$ cat src/rtl/fetch_unit.sv
// Instruction fetch unit: one outstanding imem request, single instruction register.
// Redirects during an in-flight request drain the stale response before refetching.
module fetch_unit (
  input  logic        clk,
  input  logic        reset,
  output logic        imem_req,
  output logic [31:0] imem_addr,
  input  logic        imem_ready,
  input  logic [31:0] imem_rdata,
  output logic        instr_valid,
  input  logic        instr_ready,
  output logic [31:0] instr,
  output logic [3:0]  cond,
  output logic [1:0]  op,
  output logic [5:0]  funct,
  output logic [3:0]  rd,
  output logic [31:0] pc_plus8,
  input  logic        pc_src,
  input  logic [31:0] branch_target,
  output logic [15:0] fetch_count
);

  typedef enum logic [1:0] {
    IDLE,
    FETCH,
    DISCARD,
    HOLD
  } state_t;

  state_t      state_q, state_d;
  logic [31:0] pc_q, pc_d;
  logic [31:0] pend_q, pend_d;
  logic [31:0] instr_q, instr_d;
  logic [31:0] ipc_q, ipc_d;
  logic [15:0] cnt_q, cnt_d;
  logic [31:0] redir;

  assign redir = branch_target & ~32'h3;

  always_ff @(posedge clk or posedge reset) begin
    if (reset) begin
      state_q <= IDLE;
      pc_q    <= '0;
      pend_q  <= '0;
      instr_q <= '0;
      ipc_q   <= '0;
      cnt_q   <= '0;
    end else begin
      state_q <= state_d;
      pc_q    <= pc_d;
      pend_q  <= pend_d;
      instr_q <= instr_d;
      ipc_q   <= ipc_d;
      cnt_q   <= cnt_d;
    end
  end

  always_comb begin
    state_d = state_q;
    pc_d    = pc_q;
    pend_d  = pend_q;
    instr_d = instr_q;
    ipc_d   = ipc_q;
    cnt_d   = cnt_q;
    unique case (state_q)
      IDLE: state_d = FETCH;
      FETCH: begin
        if (pc_src && imem_ready) begin
          pc_d = redir;
        end else if (pc_src) begin
          pend_d  = redir;
          state_d = DISCARD;
        end else if (imem_ready) begin
          instr_d = imem_rdata;
          ipc_d   = pc_q;
          pc_d    = pc_q + 32'd4;
          cnt_d   = cnt_q + 16'd1;
          state_d = HOLD;
        end
      end
      // pc keeps the stale address on the bus; pend_q holds the target
      DISCARD: begin
        if (imem_ready) begin
          pc_d    = pc_src ? redir : pend_q;
          state_d = FETCH;
        end else if (pc_src) begin
          pend_d = redir;
        end
      end
      HOLD: begin
        if (instr_ready) begin
          if (pc_src) pc_d = redir;
          state_d = FETCH;
        end
      end
      default: state_d = IDLE;
    endcase
  end

  assign imem_req    = (state_q == FETCH) || (state_q == DISCARD);
  assign imem_addr   = pc_q;
  assign instr_valid = (state_q == HOLD);
  assign instr       = instr_q;
  assign cond        = instr_q[31:28];
  assign op          = instr_q[27:26];
  assign funct       = instr_q[25:20];
  assign rd          = instr_q[15:12];
  assign pc_plus8    = ipc_q + 32'd8;
  assign fetch_count = cnt_q;

endmodule

$ cat config.mk
export PLATFORM = sky130hd
export DESIGN_NAME = fetch_unit
export DESIGN_NICKNAME = d
export VERILOG_FILES = /design/src/rtl/fetch_unit.sv
export SDC_FILE = /design/constraint.sdc
export NUM_CORES = 1
export LEC_CHECK = 0
export CAP_MARGIN = 0
export CORE_ASPECT_RATIO = 2
export CORE_MARGIN = 2
export CORE_UTILIZATION = 25
export DETAILED_ROUTE_END_ITERATION = 7
export GPL_ROUTABILITY_DRIVEN = 0
export PLACE_DENSITY_LB_ADDON = 0.05
export SLEW_MARGIN = 20
export SYNTH_ARGS = -nofsm -noshare
export SYNTH_HDL_FRONTEND = slang
export SYNTH_SLANG_ARGS = --single-unit
$ cat constraint.sdc
create_clock -name clk -period 5.9 [get_ports clk]
set_input_delay 1.475 -clock clk [delete_from_list [all_inputs] [get_ports clk]]
set_output_delay 1.475 -clock clk [all_outputs]
set_load 0.1 [all_outputs]
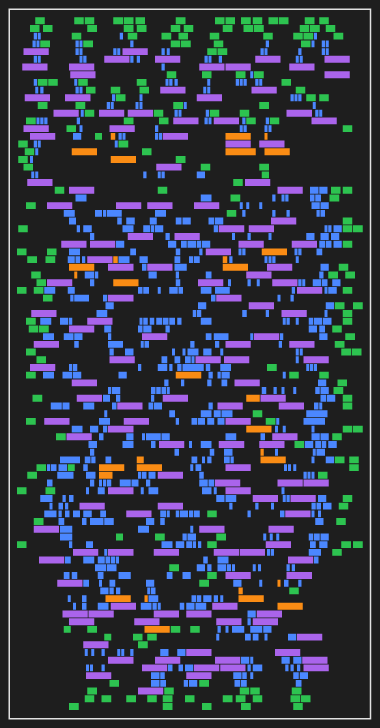
**Above:** run 1 (cells coloured by class).
| colour | class | cells |
|---|---|---|
| green | other buffers and delay cells | 202 |
| blue | all other logic | 593 |
| orange | clock drivers and dummy loads | 30 |
| purple | flip-flops | 146 |

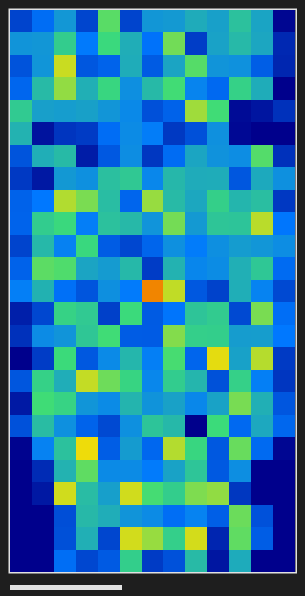
**Above:** run 1 (cell density map).
Scale bar: 50 um. The die is cut into 13 by 25 equal tiles; dark blue is low, red is high, 0 to 100% covered.
mean over tiles: 31%
nearly empty tiles: 7.7%
fullest tile: 85%

==> notes.md, run 1 <==
yosys + openroad results -> Final min period 4.90 ns, RSZ-0062 raised after global routing no, setup TNS 0 ns, final std cells w/o fill 1,340, Adder Area Share 0.0116, Mapped Cells 799, DR WL met3 747 um, cell type with the largest total area dfrtp_1, CP Max Fanout 7, Setup Buffers After CTS 0, met2 routed WL 11,800 um, CP peak stage delay 1.15 ns, Post-synth seq share 0.483, top cells by count, synth nand2_1, dfrtp_1, xnor2_1, CP top delay family buffers and inverters, CTS tree done, die width 127 um, Remaining DRCs 0, starting density of the core 0.252, Worst EP arrival 3.42 ns, Worst Clk Skew 0.00880 ns, Max Cap Viol 0, Syn Area/Cell 9.46 sq um, status completed, Slew Limit Fails 0, fin nets 1,036, hold_ws 0.471 ns, Detailed Routing Iterations Pass 1 4, Net Count, Synth 875, CTS root buf clkbuf_16, CP endpoint kind output port, Synth Register Bits 146
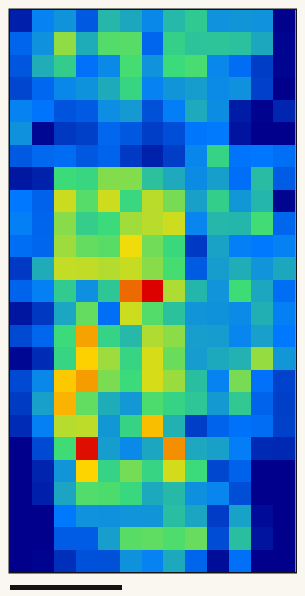
**Above:** run 1 (wire density map).
Scale bar: 50 um. The die is cut into 13 by 25 equal tiles; dark blue is low, red is high, scaled to the fullest tile. Values are wire area over tile area, all layers added.
densest ninth of the die: middle
mean over tiles: 0.12
fullest tile: 0.35
emptiest ninth of the die: bottom right
tiles over half the peak: 21%
nearly empty tiles: 8.3%

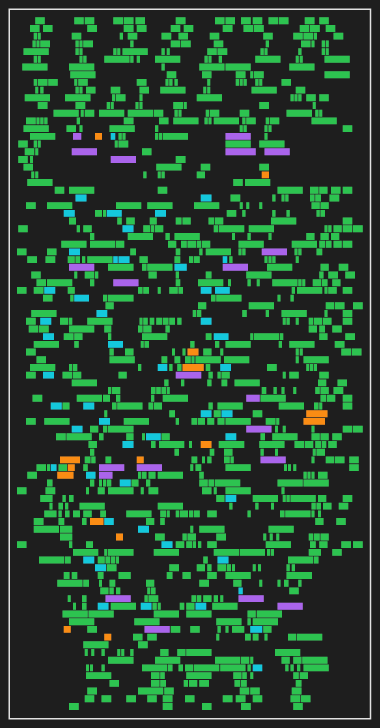
**Above:** run 1 (drive-strength map).
| colour | size | cells | share | most used |
|---|---|---|---|---|
| purple | drive 6 and up | 21 | 2.2% | clkbuf_16 |
| cyan | drive 2 | 50 | 5.1% | mux2_2 |
| orange | drive 3 to 4 | 15 | 1.5% | buf_4 |
| green | drive 1 or less | 885 | 91% | nand2_1 |

run 1: worst paths after layout:
check                      cells after the start                        end                    from
setup / recovery                               7               pc_plus8[27]    ipc_q[3]$_DFFE_PP0P_
hold / removal                                 2      instr[11]$_DFFE_PP0P_   instr[11]$_DFFE_PP0P_
setup reg to reg                               7  imem_addr[25]$_DFFE_PP0P_  state_q[0]$_DFFE_PP0P_
hold reg to reg                                2      instr[11]$_DFFE_PP0P_   instr[11]$_DFFE_PP0P_
max in group asynchronous                      3     pend_q[10]$_DFFE_PP0P_                   reset
min in group asynchronous                      2       instr[5]$_DFFE_PP0P_                   reset
run 1: through the flow:
step / area, sq um / setup slack (ns) / util
global route: 10200 / 0.761 / 0.342
detailed placement: 9710 / 1.42 / 0.324
floorplan: 7560 / 0.502 / -
global placement: 9710 / 1.46 / 0.324
CTS: 10200 / 0.937 / 0.342
finish: 10200 / 1.00 / 0.342
run 1: area by class of cell:
| type | instances | area, sq um |
|---|---|---|
| Antenna cell | 1 | 2.50 |
| Clock buffer | 24 | 472 |
| Clock inverter | 6 | 57.6 |
| Fill cell | 3106 | 19700 |
| Inverter | 12 | 50.0 |
| Multi-Input combinational cell | 581 | 3540 |
| Sequential cell | 146 | 3650 |
| Tap cell | 368 | 460 |
| Timing Repair Buffer | 202 | 2010 |
run 1: kinds of logic (layout without fill, tap and decap cells):
logic type / count (synthesis) / count (layout)
simple gates: 363 / 363
other cells: 0 / 1
fa+ha+maj: 7 / 7
mux: 32 / 32
buf+inv: 72 / 244
flops: 146 / 146
compound gates: 119 / 119
xor+xnor: 60 / 60
run 1: worst register-to-register path: stages, from the launching register on:
cell      delay (ns)
dfrtp_1         0.42
inv_1           0.11
ha_1            0.42
nor3_1          0.31
a21boi_1        0.61
nand2_1         0.56
o21ai_0         0.30
a221o_1         0.16
**Run 1: routing congestion**

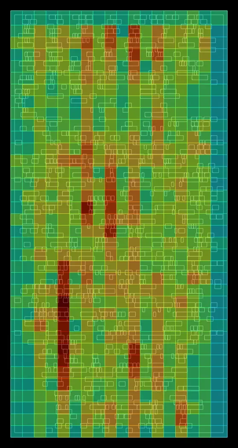

==> run 1 -> run 2 <==
==> constraint.sdc (replaced) <==
create_clock -name clk -period 4.1 [get_ports clk]
set_input_delay 1.025 -clock clk [delete_from_list [all_inputs] [get_ports clk]]
set_output_delay 1.025 -clock clk [all_outputs]
set_load 0.1 [all_outputs]
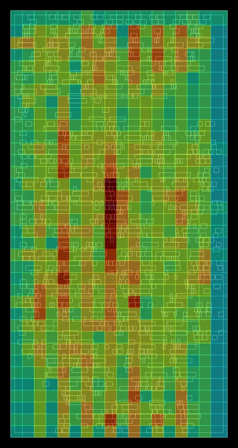
**Above:** run 2 (routing congestion).
grt met1 use: 0.203
routed len/inst: 17.9 um
met3 usage: 0.0307

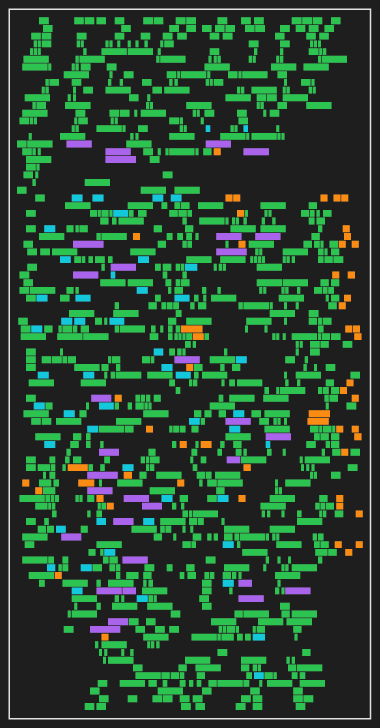
**Above:** run 2 (drive-strength map).
| colour | size | cells | share | most used |
|---|---|---|---|---|
| orange | drive 3 to 4 | 54 | 5.5% | buf_4 |
| green | drive 1 or less | 850 | 86% | nand2_1 |
| cyan | drive 2 | 50 | 5.1% | mux2_2 |
| purple | drive 6 and up | 31 | 3.1% | clkbuf_16 |

==> notes.md, run 2 <==
yosys + openroad results -> Remaining DRCs 0, Crit Reg-Reg Endpoint imem_addr[9]$_DFFE_PP0P_, Mapped Cells 799, CP peak stage delay 0.52 ns, Max Cap Viol 0, Worst EP arrival 2.56 ns, Hold Crit Depth 2, post-place instance area 9780 sq um, Slew Limit Fails 0, Hold Crit Endpoint instr[10]$_DFFE_PP0P_, setup TNS 0 ns, Final min period 3.59 ns, hold_ws 0.471 ns, RSZ-0062 raised after global routing no, CP endpoint kind output port, status completed, CTS tree done, Synth Register Bits 146, Levels on crit path 7, die width 127 um, starting density of the core 0.252, Setup Buffers After CTS 0, worst-case reg-to-reg path depth 7, Worst Clk Skew 0.00898 ns, top cells by count, synth nand2_1, dfrtp_1, xnor2_1, CP top delay family simple AND/OR/NAND/NOR gates, worst r2r src state_q[0]$_DFFE_PP0P_, Syn Area/Cell 9.46 sq um, hold path start instr[10]$_DFFE_PP0P_, Layout fillers 3,163, Placement Setup Slack 0.753 ns, Post-synth seq share 0.483
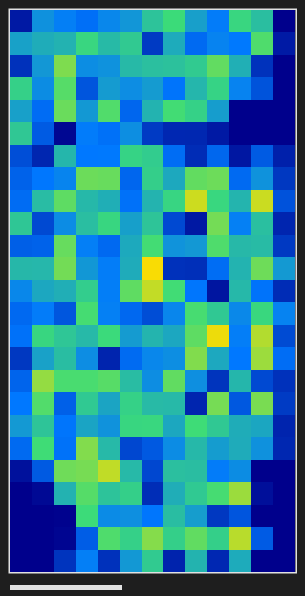
**Above:** run 2 (cell density map).
Scale bar: 50 um. The die is cut into 13 by 25 equal tiles; dark blue is low, red is high, 0 to 100% covered.
mean over tiles: 31%
nearly empty tiles: 8.6%
fullest tile: 74%
emptiest ninth of the die: top right

-- run 2: cell counts after synthesis --
Identical to the previous run, type by type.
-- run 2: metal layers --
layer	share of wire	routed length [um]	global-route usage	up-vias
li1	-	-	-	3103
met1	0.45	10900	0.203	3085
met2	0.49	11900	0.251	149
met3	0.035	846	0.0307	29
met4	0.022	528	0.0568	0
met5	0	0	0	-
-- run 2: cell type report --
| type | count | area [sq um] | share of cell area |
|---|---|---|---|
| multi-input cells | 581 | 3530 | 0.338 |
| inverters | 12 | 48.8 | 0.00468 |
| flip-flops and latches | 146 | 3650 | 0.350 |
| clock buffers | 22 | 474 | 0.0454 |
| clock inverters | 10 | 179 | 0.0171 |
| repair buffers | 214 | 2090 | 0.200 |
| well taps | 368 | 460 | 0.0441 |
-- run 2: worst register-to-register path, stage by stage (launching register included) --
cell and delay (ns):
dfrtp_1 0.43, inv_1 0.13, ha_1 0.54, o21ba_4 0.24, a211o_1 0.50, buf_4 0.38
nor2_1 0.08, a221o_1 0.26
-- run 2: kinds of logic after synthesis --
group / count (synthesis) / synth area share
DFF: 146 / 0.483
muxes: 32 / 0.0475
xor gates and xnor gates: 60 / 0.0695
and+or+nand+nor: 363 / 0.223
buffers and inverters: 72 / 0.0511
AOI/OAI and AO/OA: 119 / 0.114
adders and majority gates: 7 / 0.0116
